[src/rtl/m_div_sequencer.sv]
// RV32M divide/remainder sequencer (DIV, DIVU, REM, REMU): radix-2 restoring division over XLEN cycles.
// Optional M_DIV_EARLY_OUT_EN: finish in one cycle when |dividend| < |divisor|.
module m_div_sequencer #(
   parameter int XLEN = 32
) (
   input  logic            clk,
   input  logic            rst,
   input  logic            start,
   input  logic            flush,
   input  logic [2:0]      func3,
   input  logic [XLEN-1:0] rs1_val,
   input  logic [XLEN-1:0] rs2_val,
   output logic            busy,
   output logic            done,
   output logic [XLEN-1:0] result
);

   localparam int CW = (XLEN > 1) ? $clog2(XLEN) : 1;

   typedef enum logic [1:0] {
      S_IDLE,
      S_CALC,
      S_FIX,
      S_DONE
   } state_e;

   state_e          state_q, state_d;
   logic [CW-1:0]   cnt_q, cnt_d;
   logic [XLEN-1:0] rem_q, rem_d;
   logic [XLEN-1:0] quo_q, quo_d;
   logic [XLEN-1:0] dvs_q, dvs_d;
   logic [XLEN-1:0] result_q, result_d;
   logic            is_rem_q, is_rem_d;
   logic            neg_quo_q, neg_quo_d;
   logic            neg_rem_q, neg_rem_d;

   logic            accept;
   logic            is_signed;
   logic            sign_a, sign_b;
   logic            div_zero, overflow, early_out, special;
   logic [XLEN-1:0] abs_a, abs_b;
   logic [XLEN:0]   rem_shift, trial;
   logic [XLEN-1:0] fix_quo, fix_rem;

   // Accept-time decode of operands and special cases
   always_comb begin
      accept    = start & func3[2] & ~flush & ((state_q == S_IDLE) || (state_q == S_DONE));
      is_signed = ~func3[0];
      sign_a    = is_signed & rs1_val[XLEN-1];
      sign_b    = is_signed & rs2_val[XLEN-1];
      abs_a     = sign_a ? -rs1_val : rs1_val;
      abs_b     = sign_b ? -rs2_val : rs2_val;
      div_zero  = (rs2_val == '0);
      overflow  = is_signed & (rs1_val == {1'b1, {(XLEN-1){1'b0}}}) & (rs2_val == '1);
`ifdef M_DIV_EARLY_OUT_EN
      early_out = ~div_zero & (abs_a < abs_b);
`else
      early_out = 1'b0;
`endif
      special   = div_zero | overflow | early_out;
   end

   // State register
   always_ff @(posedge clk) begin
      if (rst) begin
         state_q <= S_IDLE;
      end else begin
         state_q <= state_d;
      end
   end

   // Next-state logic; flush wins over everything, accept already excludes flush
   always_comb begin
      state_d = S_IDLE;
      case (state_q)
         S_CALC:  state_d = (cnt_q == '0) ? S_FIX : S_CALC;
         S_FIX:   state_d = S_DONE;
         default: state_d = S_IDLE;
      endcase
      if (accept) begin
         state_d = special ? S_DONE : S_CALC;
      end
      if (flush) begin
         state_d = S_IDLE;
      end
   end

   // Output logic
   always_comb begin
      busy   = (state_q == S_CALC) || (state_q == S_FIX);
      done   = (state_q == S_DONE);
      result = result_q;
   end

   // Datapath next values
   always_comb begin
      cnt_d     = cnt_q;
      rem_d     = rem_q;
      quo_d     = quo_q;
      dvs_d     = dvs_q;
      result_d  = result_q;
      is_rem_d  = is_rem_q;
      neg_quo_d = neg_quo_q;
      neg_rem_d = neg_rem_q;

      // The shifted partial remainder needs XLEN+1 bits; the trial borrow is its MSB
      rem_shift = {1'b0, rem_q[XLEN-1:0], quo_q[XLEN-1]} ;
      trial     = rem_shift - {1'b0, dvs_q};
      fix_quo   = neg_quo_q ? -quo_q : quo_q;
      fix_rem   = neg_rem_q ? -rem_q : rem_q;

      if (flush) begin
         cnt_d = cnt_q;
      end else if (accept) begin
         is_rem_d  = func3[1];
         neg_quo_d = sign_a ^ sign_b;
         neg_rem_d = sign_a;
         dvs_d     = abs_b;
         quo_d     = abs_a;
         rem_d     = '0;
         cnt_d     = CW'(XLEN - 1);
         if (div_zero) begin
            result_d = func3[1] ? rs1_val : '1;
         end else if (overflow) begin
            result_d = func3[1] ? '0 : rs1_val;
         end else if (early_out) begin
            result_d = func3[1] ? rs1_val : '0;
         end
      end else if (state_q == S_CALC) begin
         cnt_d = cnt_q - 1'b1;
         if (trial[XLEN]) begin
            rem_d = rem_shift[XLEN-1:0];
            quo_d = {quo_q[XLEN-2:0], 1'b0};
         end else begin
            rem_d = trial[XLEN-1:0];
            quo_d = {quo_q[XLEN-2:0], 1'b1};
         end
      end else if (state_q == S_FIX) begin
         result_d = is_rem_q ? fix_rem : fix_quo;
      end
   end

   // Datapath registers
   always_ff @(posedge clk) begin
      if (rst) begin
         cnt_q     <= '0;
         rem_q     <= '0;
         quo_q     <= '0;
         dvs_q     <= '0;
         result_q  <= '0;
         is_rem_q  <= 1'b0;
         neg_quo_q <= 1'b0;
         neg_rem_q <= 1'b0;
      end else begin
         cnt_q     <= cnt_d;
         rem_q     <= rem_d;
         quo_q     <= quo_d;
         dvs_q     <= dvs_d;
         result_q  <= result_d;
         is_rem_q  <= is_rem_d;
         neg_quo_q <= neg_quo_d;
         neg_rem_q <= neg_rem_d;
      end
   end

endmodule
[config.mk]
export PLATFORM = sky130hd
export DESIGN_NAME = m_div_sequencer
export DESIGN_NICKNAME = d
export VERILOG_FILES = /design/src/rtl/m_div_sequencer.sv
export SDC_FILE = /design/constraint.sdc
export NUM_CORES = 1
export LEC_CHECK = 0
export ABC_CLOCK_PERIOD_IN_PS = 3850
export CAP_MARGIN = 20
export CORE_MARGIN = 2
export CORE_UTILIZATION = 41
export CTS_BUF_LIST = sky130_fd_sc_hd__clkbuf_8
export CTS_CLUSTER_DIAMETER = 40
export CTS_CLUSTER_SIZE = 24
export DETAILED_ROUTE_END_ITERATION = 8
export GPL_TIMING_DRIVEN = 0
export SLEW_MARGIN = 10
export SYNTH_ARGS = -nofsm -noshare
export SYNTH_HDL_FRONTEND = slang
export SYNTH_SLANG_ARGS = --single-unit
[constraint.sdc]
create_clock -name clk -period 3.85 [get_ports clk]
set_input_delay 0.77 -clock clk [delete_from_list [all_inputs] [get_ports clk]]
set_output_delay 0.77 -clock clk [all_outputs]
set_load 0.05 [all_outputs]
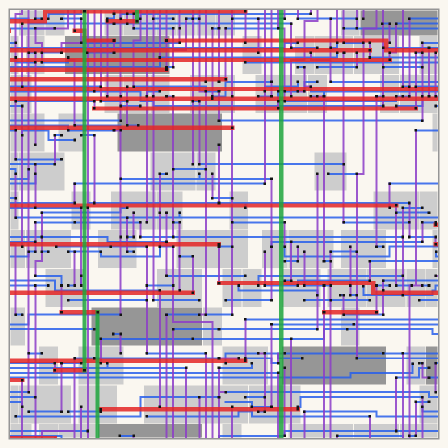
**Above:** layout detail.
Window x 67 to 97, y 67 to 97 um. Cells in gray, sequential cells in the stronger gray; small squares are vias.
color	layer
red	M3
purple	M2
green	M4
blue	M1
sequential cells in the window	5
cells with their middle in the window	66
netlist names of flops here include	`rem_q` (2)
most frequent	clkbuf_1 (12), nand2_1 (7), o21ai_0 (6)

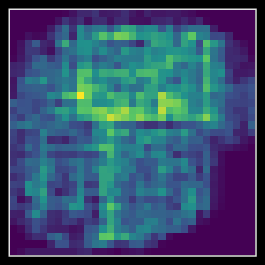
**Above:** wire density map.
Scale: 1.5 px per um. The die is cut into 33 by 33 equal tiles; dark purple is low, yellow is high, scaled to the fullest tile. Values are wire area over tile area, all layers added.
fullest tile	0.82
nearly empty tiles	14%
emptiest ninth of the die	lower right
tiles over half the peak	17%
densest ninth of the die	center
final wirelength: 38600 um
average wire per cell in the routed design: 21.1 um

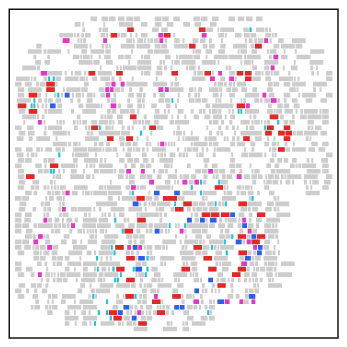
**Above:** logic cells by family.
Scale: 2 px per um.
color	family	cells	most used
magenta	and/or cells	55	or3_1
cyan	inv cells	54	inv_1
red	fa/ha/maj cells	69	ha_1
blue	non-inverting ao/oa cells	28	a21o_1

==> changes_impl.md <==
## Flow update

* Result of the run: finished clean
* Max-slew violation count at 0
* Clock tree skew after final layout at approximately 0.017 ns
* Overall overflow remaining after global route at 0
* Sort of element at the start of the critical path: flip-flop
* Worst IR drop on VDD at approximately 0.21 mV
* Flip-flop cell with the highest count after synthesis: dfxtp_1
* Number of standard cells reported by yosys at 1355
* Starting DRC count in detailed routing at 1233
* Leakage power at approximately 4.5 nW
* Signal inverters at about 54
* Final cell utilization of the core at 50.0%
* Slew of the pin with the lowest slew margin at ~0.88 ns
* Crit Path Max Fanout at 10
* Placed Cells at 1789
* Fraction of synthesis flops using an asynchronous set or reset pin at 0%
* Number of vias per cell after detailed routing at 6.05
* Total clock sinks at 138
* Family with the most delay on the worst path: AND-OR/OR-AND gates
* Fill count at 2565
* Endpoint type of the worst setup path: flip-flop
* Number of hold buffers added after cts at 0
* Largest logic family: AND-OR/OR-AND gates
* TritonCTS buffer count at 17
* Min cycle time layout at 3.73 ns
* Clock buffers at 17
* #FFs+latches synth at 138
* Initial cell density of the core at between 40% and 50%
* Synthesized Nets at 1469
* Setup Total Neg Slack at 0 ns
* Number of H-tree branching levels at 4
* Cell area after placement at 11900 um2
* Number of failing setup endpoints in the final timing report at 0
* Fraction of standard cell area that is sequential at between 20% and 30%
* Final RePlAce weighted congestion at 0.947
* Total vias in the final route at 11086
* Number of maximum-capacitance constraint violations at 0
* Port Buf Inserts at 103
* Clock tree buffer depth at 2
* Full die area at 26800 um2
* Bufs and invs on worst path at 2
* Synth unique cells at 67
-- worst paths after layout --
check	startpoint	end	slack, ns	cells past startpoint
worst min-delay path	result[25]	result[25]	0.47	2
worst max-delay path	quo_q[31]	rem_q[21]	0.12	13
worst max register to register	quo_q[31]	rem_q[21]	0.12	13
worst min register to register	result[25]	result[25]	0.47	2
-- cells by family (layout without fill, tap and decap cells) --
family,count (synthesis),after routing
simple gates,439,439
compound gates,388,388
xor+xnor,150,150
buf+inv,139,286
flops,138,138
fa+ha+maj,69,69
mux,32,32
-- layout by cell type, fill, tap and decap left out, drive strengths merged, types with 32 or more instances in the layout --
cell type and instances:
nor2 148, dfxtp 138, nand2 126, clkdlybuf4s50 103
o21ai 94, clkbuf 85, xnor2 82, a21oi 79
xor2 68, inv 59, a211oi 57, ha 42
nor3 40, mux2i 32
-- where the power goes --
part	switching, mW	total, mW	internal [mW]
combinational	0.658	1.18	0.526
clock	0.653	1.56	0.907
sequential	0.0544	1.52	1.47
-- synthesized netlist by cell type, drive strengths merged (15+ instances only) --
library cell  count  area (um2)
o31ai            28         210
a211oi           57         440
buf              17        83.8
nand2           126         473
o41ai            16         140
dfxtp           138        2760
a21oi            79         395
o211ai           18         135
maj3             26         260
nor4             15         109
ha               42         526
nand3            16        80.1
nand4            15        93.8
nor3             40         205
or3              18         113
inv              54         203
clkbuf           68         255
xor2             68         603
nor2            148         556
mux2i            32         320
a222oi           26         260
o21ai            94         474
or4              17         128
xnor2            82         718
-- registers in the layout (all words and copies together) (netlist names) --
| register | count |
|---|---|
| rem_q | 32 |
| is_rem_q | 1 |
| dvs_q | 32 |
| state_q | 2 |
| neg_quo_q | 1 |
| result | 32 |
| cnt_q | 5 |
| neg_rem_q | 1 |
| quo_q | 32 |
Power figures rest on the tool's default switching activity, not on a simulated workload.
